[src/rtl/clk_div_monitor.sv]
// Checker for an even-divided clock: measures period and high time of div_in in clk
// cycles, tracks lock against the expected ratio N, and flags errors and a stuck clock.
module clk_div_monitor #(
  parameter int N           = 4,
  parameter int CNT_W       = 8,
  parameter int SYNC_STAGES = 2,
  parameter int LOCK_CNT    = 4,
  parameter int TIMEOUT     = 64
) (
  input  logic             clk,
  input  logic             rst_n,
  input  logic             en,
  input  logic             div_in,
  output logic [CNT_W-1:0] period,
  output logic [CNT_W-1:0] high_time,
  output logic             meas_vld,
  output logic             lock,
  output logic             err,
  output logic             stuck
);

  localparam int GOOD_W = $clog2(LOCK_CNT + 1);
  localparam logic [CNT_W-1:0]  CNT_MAX  = {CNT_W{1'b1}};
  localparam logic [CNT_W-1:0]  N_VAL    = CNT_W'(N);
  localparam logic [CNT_W-1:0]  HALF_VAL = CNT_W'(N / 2);
  localparam logic [CNT_W-1:0]  TO_VAL   = CNT_W'(TIMEOUT);
  localparam logic [GOOD_W-1:0] GOOD_MAX = GOOD_W'(LOCK_CNT);

  typedef enum logic [1:0] {
    IDLE,
    WAIT_EDGE,
    MEASURE
  } state_t;

  state_t                 state_q, state_d;
  logic [SYNC_STAGES-1:0] sync_q, sync_d;
  logic                   ds, ds_q, ds_d, rise;
  logic [CNT_W-1:0]       pcnt_q, pcnt_d;
  logic [CNT_W-1:0]       hcnt_q, hcnt_d;
  logic [CNT_W-1:0]       period_q, period_d;
  logic [CNT_W-1:0]       high_time_q, high_time_d;
  logic                   meas_vld_q, meas_vld_d;
  logic                   lock_q, lock_d;
  logic                   err_q, err_d;
  logic                   stuck_q, stuck_d;
  logic [GOOD_W-1:0]      good_q, good_d, good_inc;
  logic                   match, timeout;

  function automatic logic [CNT_W-1:0] sat_inc(input logic [CNT_W-1:0] v, input logic inc);
    return (inc && (v != CNT_MAX)) ? v + CNT_W'(1) : v;
  endfunction

  assign ds       = sync_q[SYNC_STAGES-1];
  assign ds_d     = ds;
  assign sync_d   = {sync_q[SYNC_STAGES-2:0], div_in};
  assign rise     = ds & ~ds_q;
  assign match    = (period_q == N_VAL) && (high_time_q == HALF_VAL);
  assign good_inc = (good_q == GOOD_MAX) ? good_q : good_q + GOOD_W'(1);
  assign timeout  = !rise && !stuck_q && (pcnt_q == TO_VAL);

  always_comb begin
    state_d     = state_q;
    pcnt_d      = pcnt_q;
    hcnt_d      = hcnt_q;
    period_d    = period_q;
    high_time_d = high_time_q;
    meas_vld_d  = 1'b0;
    err_d       = 1'b0;
    lock_d      = lock_q;
    stuck_d     = stuck_q;
    good_d      = good_q;

    // Judge the values captured last cycle; the FSM below may override on en/timeout.
    if (meas_vld_q) begin
      if (match) begin
        good_d = good_inc;
        lock_d = (good_inc == GOOD_MAX);
      end else begin
        good_d = '0;
        lock_d = 1'b0;
        err_d  = 1'b1;
      end
    end

    if (!en) begin
      state_d = IDLE;
      pcnt_d  = '0;
      hcnt_d  = '0;
      lock_d  = 1'b0;
      good_d  = '0;
      stuck_d = 1'b0;
      err_d   = 1'b0;
    end else begin
      case (state_q)
        IDLE: begin
          pcnt_d  = '0;
          hcnt_d  = '0;
          lock_d  = 1'b0;
          good_d  = '0;
          state_d = WAIT_EDGE;
        end
        WAIT_EDGE, MEASURE: begin
          if (rise) begin
            if (state_q == MEASURE) begin
              period_d    = pcnt_q;
              high_time_d = hcnt_q;
              meas_vld_d  = 1'b1;
            end
            pcnt_d  = CNT_W'(1);
            hcnt_d  = CNT_W'(1);
            stuck_d = 1'b0;
            state_d = MEASURE;
          end else if (timeout) begin
            pcnt_d  = '0;
            hcnt_d  = '0;
            stuck_d = 1'b1;
            err_d   = 1'b1;
            lock_d  = 1'b0;
            good_d  = '0;
            state_d = WAIT_EDGE;
          end else begin
            pcnt_d = sat_inc(pcnt_q, 1'b1);
            hcnt_d = (state_q == MEASURE) ? sat_inc(hcnt_q, ds) : '0;
          end
        end
        default: state_d = IDLE;
      endcase
    end
  end

  always_ff @(posedge clk or negedge rst_n) begin
    if (!rst_n) begin
      state_q     <= IDLE;
      sync_q      <= '0;
      ds_q        <= 1'b0;
      pcnt_q      <= '0;
      hcnt_q      <= '0;
      period_q    <= '0;
      high_time_q <= '0;
      meas_vld_q  <= 1'b0;
      lock_q      <= 1'b0;
      err_q       <= 1'b0;
      stuck_q     <= 1'b0;
      good_q      <= '0;
    end else begin
      state_q     <= state_d;
      sync_q      <= sync_d;
      ds_q        <= ds_d;
      pcnt_q      <= pcnt_d;
      hcnt_q      <= hcnt_d;
      period_q    <= period_d;
      high_time_q <= high_time_d;
      meas_vld_q  <= meas_vld_d;
      lock_q      <= lock_d;
      err_q       <= err_d;
      stuck_q     <= stuck_d;
      good_q      <= good_d;
    end
  end

  assign period    = period_q;
  assign high_time = high_time_q;
  assign meas_vld  = meas_vld_q;
  assign lock      = lock_q;
  assign err       = err_q;
  assign stuck     = stuck_q;

endmodule
[config.mk]
export PLATFORM = sky130hd
export DESIGN_NAME = clk_div_monitor
export DESIGN_NICKNAME = d
export VERILOG_FILES = /design/src/rtl/clk_div_monitor.sv
export SDC_FILE = /design/constraint.sdc
export NUM_CORES = 1
export LEC_CHECK = 0
export CORE_UTILIZATION = 56
export CTS_BUF_LIST = sky130_fd_sc_hd__clkbuf_16
export CTS_CLUSTER_SIZE = 25
export DETAILED_ROUTE_END_ITERATION = 16
export HOLD_SLACK_MARGIN = 0.06
export PLACE_DENSITY = 0.82
export REMOVE_ABC_BUFFERS = 1
export SLEW_MARGIN = 10
export SYNTH_ARGS = -nofsm -noshare
export SYNTH_HDL_FRONTEND = slang
export SYNTH_SLANG_ARGS = --single-unit
[constraint.sdc]
create_clock -name clk -period 2 [get_ports clk]
set_input_delay 0.4 -clock clk [delete_from_list [all_inputs] [get_ports clk]]
set_output_delay 0.4 -clock clk [all_outputs]
set_load 0.01 [all_outputs]
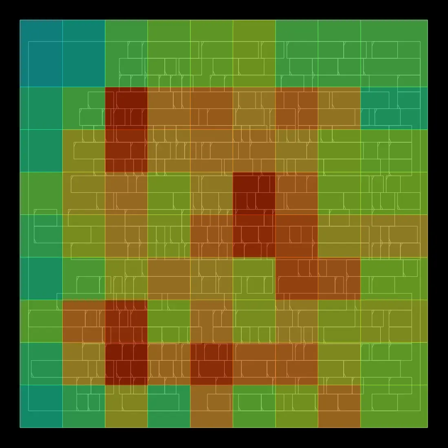
Figure 1: congestion heat map.
M3 GR Usage: 0.06207
Most Used Layer, Global Route: met2

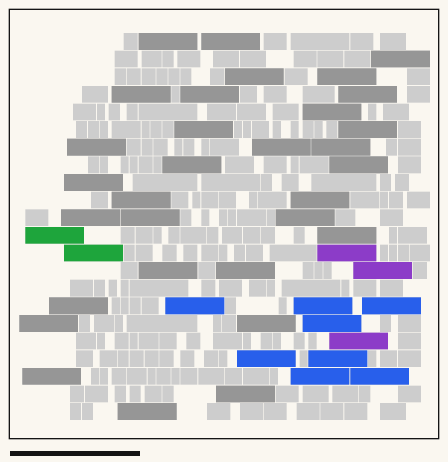
Figure 2: register map, names as in the netlist.
Scale bar: 20 um. Other sequential cells in the stronger gray, the rest of the logic in the fainter gray.
name in the netlist	color	placed flops
`sync_q`	green	2
`high_time`	blue	8
`good_q`	purple	3

==> Flow_metrics.wiki <==
== Run summary ==
{| class="wikitable"
! Metric !! Value
|-
| Placed Cells incl. Taps || 301
|-
| Synth Register Bits || 44
|-
| Final non-filler cell total || 311
|-
| Seq/Total Area, Yosys || 0.4793
|-
| Clock transition at the registers of the reported paths || 60 ps
|-
| Area share, top type || 0.4793
|-
| Proportion of layout cells with a drive suffix above 1 || 0.1673
|-
| Tightest Hold Check Type || reg2reg
|-
| Tally of unique sky130hd cells used after synthesis || 43
|-
| Launching point of the worst reg2reg path || state_q[0]
|-
| Number of global-route vias before repair || 1746
|-
| CTS Sinks || 44
|-
| Worst relative slew slack || 0.5964
|-
| Number of warnings issued by yosys || 0
|-
| Reg-to-reg slack, setup || 90 ps
|-
| Maximum number of buffers from clock root to sink || 2
|-
| Number of cells traversed by the worst register-to-register path || 7
|-
| Transition time of the tightest slew-check pin || 600.5 ps
|-
| Dominant flop cell || dfrtp_1
|-
| Startpoint of the worst hold path || sync_q[0]
|-
| Hold Path Depth || 0
|-
| Outcome || finished clean
|-
| Clock H-tree levels || 2
|-
| Largest net degree at the start of global routing || 24
|-
| Number of primary I/O pins || 24
|-
| WL per Instance || 16.59 um
|-
| Most frequent cell after synthesis || dfrtp_1
|-
| Number of cells in the yosys synthesis report || 226
|-
| Critical path class || reg2reg
|-
| Kind of launch point of the worst setup path || flop
|-
| Source of the critical timing path || state_q[0]
|-
| Final number of max-transition violations || 0
|-
| Number of violations reported at the end of detailed-routing iteration 0 || 182
|-
| Synth Cell Area || 2297 sq um
|-
| Worst VDD drop || 0.4845 mV
|-
| Detailed-route wire length || 5160 um
|-
| Final net count || 274
|-
| Post-detailed-placement cell area || 2653 sq um
|-
| First-pass DRT Iterations || 4
|-
| Post-synth tally of flip-flops with integrated enable || 0
|-
| Ordered cell list for the critical path || inv_1, ha_1, or3b_2, o41ai_4, buf_6, a21oi_1, a21oi_1
|-
| Required time of the critical path || 2210 ps
|-
| Crit path max-delay family || simple AND/OR/NAND/NOR gates
|-
| Leading area contributor after synthesis || dfrtp_1
|-
| Die Span Y || 66.05 um
|-
| Initial core utilization || 0.6047
|-
| Number of vias after detailed routing || 1900
|-
| Chip area || 4363 sq um
|-
| Die X || 66.05 um
|-
| Global-route wire length before repair || 8652 um
|-
| Buffer-and-inverter tally for the worst setup path || 2
|-
| Yosys synthesis chip area || 2297 sq um
|-
| Mean cell area of the mapped netlist || 10.16 sq um
|-
| Total leakage power || 1.233 nW
|-
| Final-layout worst hold slack || 348.3 ps
|-
| Mean number of vias per cell || 6.109
|-
| Antenna violations before repair || 0
|-
| Setup skew after layout || 4.617 ps
|}
-- cell type report --
| class | count | area [sq um] |
|---|---|---|
| multi-input cells | 158 | 1104 |
| inverters | 15 | 56.30 |
| well taps | 48 | 60.06 |
| flip-flops and latches | 44 | 1101 |
| repair buffers | 38 | 356.6 |
| fillers | 255 | 958.4 |
| clock buffers | 5 | 125.1 |
| clock inverters | 3 | 37.54 |
-- through the flow --
stage	setup WS (ps)	TNS [ps]
3_3_place_gp	-4.138	-4.138
5_1_grt	-5.542	-5.542
3_5_place_dp	-27.77	-105.5
4_1_cts	66.64	0
2_1_floorplan	-135.2	-1279
6_report	90.24	0
-- where the power goes --
group          internal, W  switching [W]  total (W)
Clock             0.000580       0.000319   0.000899
Combinational     0.000156       0.000221   0.000377
Sequential        0.000918      0.0000307   0.000948
Total              0.00165       0.000570    0.00222
-- cell usage in the layout (no fill, tap or decap), types with 4 or more instances in the layout --
cell type and instances:
a21oi_1 21, a31oi_1 6, a41oi_1 4, and3_1 4, buf_4 12, clkbuf_16 5, clkdlybuf4s50_1 22, dfrtp_1 44
ha_1 8, inv_1 15, mux2_2 10, mux2i_1 6, nand2_1 24, nand2b_1 4, nand3_1 9, nand4_1 5
nor2_1 12, o211ai_1 4, o21ai_0 9
-- repair_timing --
| item | in CTS | in global routing |
|---|---|---|
| gates resized | 0 | 2 |
| endpoints found under the setup margin | 0 | 9 |
| hold buffers | 1 | 0 |
| hold endpoints to repair | 10 | 0 |
| setup buffers | 0 | 1 |
-- worst max path at each step --
stage / end / slack, ps / cells past startpoint
3_5_place_dp: pcnt_q[2] / -30 / 5
3_3_place_gp: pcnt_q[1] / -4 / 4
2_1_floorplan: pcnt_q[7] / -140 / 6
5_1_grt: pcnt_q[3] / -6 / 7
6_report: pcnt_q[6] / 90 / 7
4_1_cts: pcnt_q[2] / 70 / 6
-- metal layers --
layer / global-route usage / vias to the layer above / routed length [um]
met5: 0 / - / 0
met4: 0.06649 / 0 / 67
met2: 0.4349 / 71 / 2588
met3: 0.06207 / 8 / 290
met1: 0.3705 / 927 / 2214
li1: - / 894 / -
-- logic make-up after synthesis --
group / count (synthesis) / share of synthesized area
AOI/OAI and AO/OA: 57 / 0.1716
buffers and inverters: 24 / 0.04193
and+or+nand+nor: 76 / 0.1846
muxes: 16 / 0.07517
DFF: 44 / 0.4793
xor gates and xnor gates: 1 / 0.003813
adders and majority gates: 8 / 0.04357
-- state kept, by name (all words and copies together) (netlist names) --
signal,count
ds_q,1
err,1
good_q,3
hcnt_q,8
high_time,8
lock,1
meas_vld,1
pcnt_q,8
period,8
state_q,2
stuck,1
sync_q,2
No activity file was given, so power comes from the tool's default toggle rates.
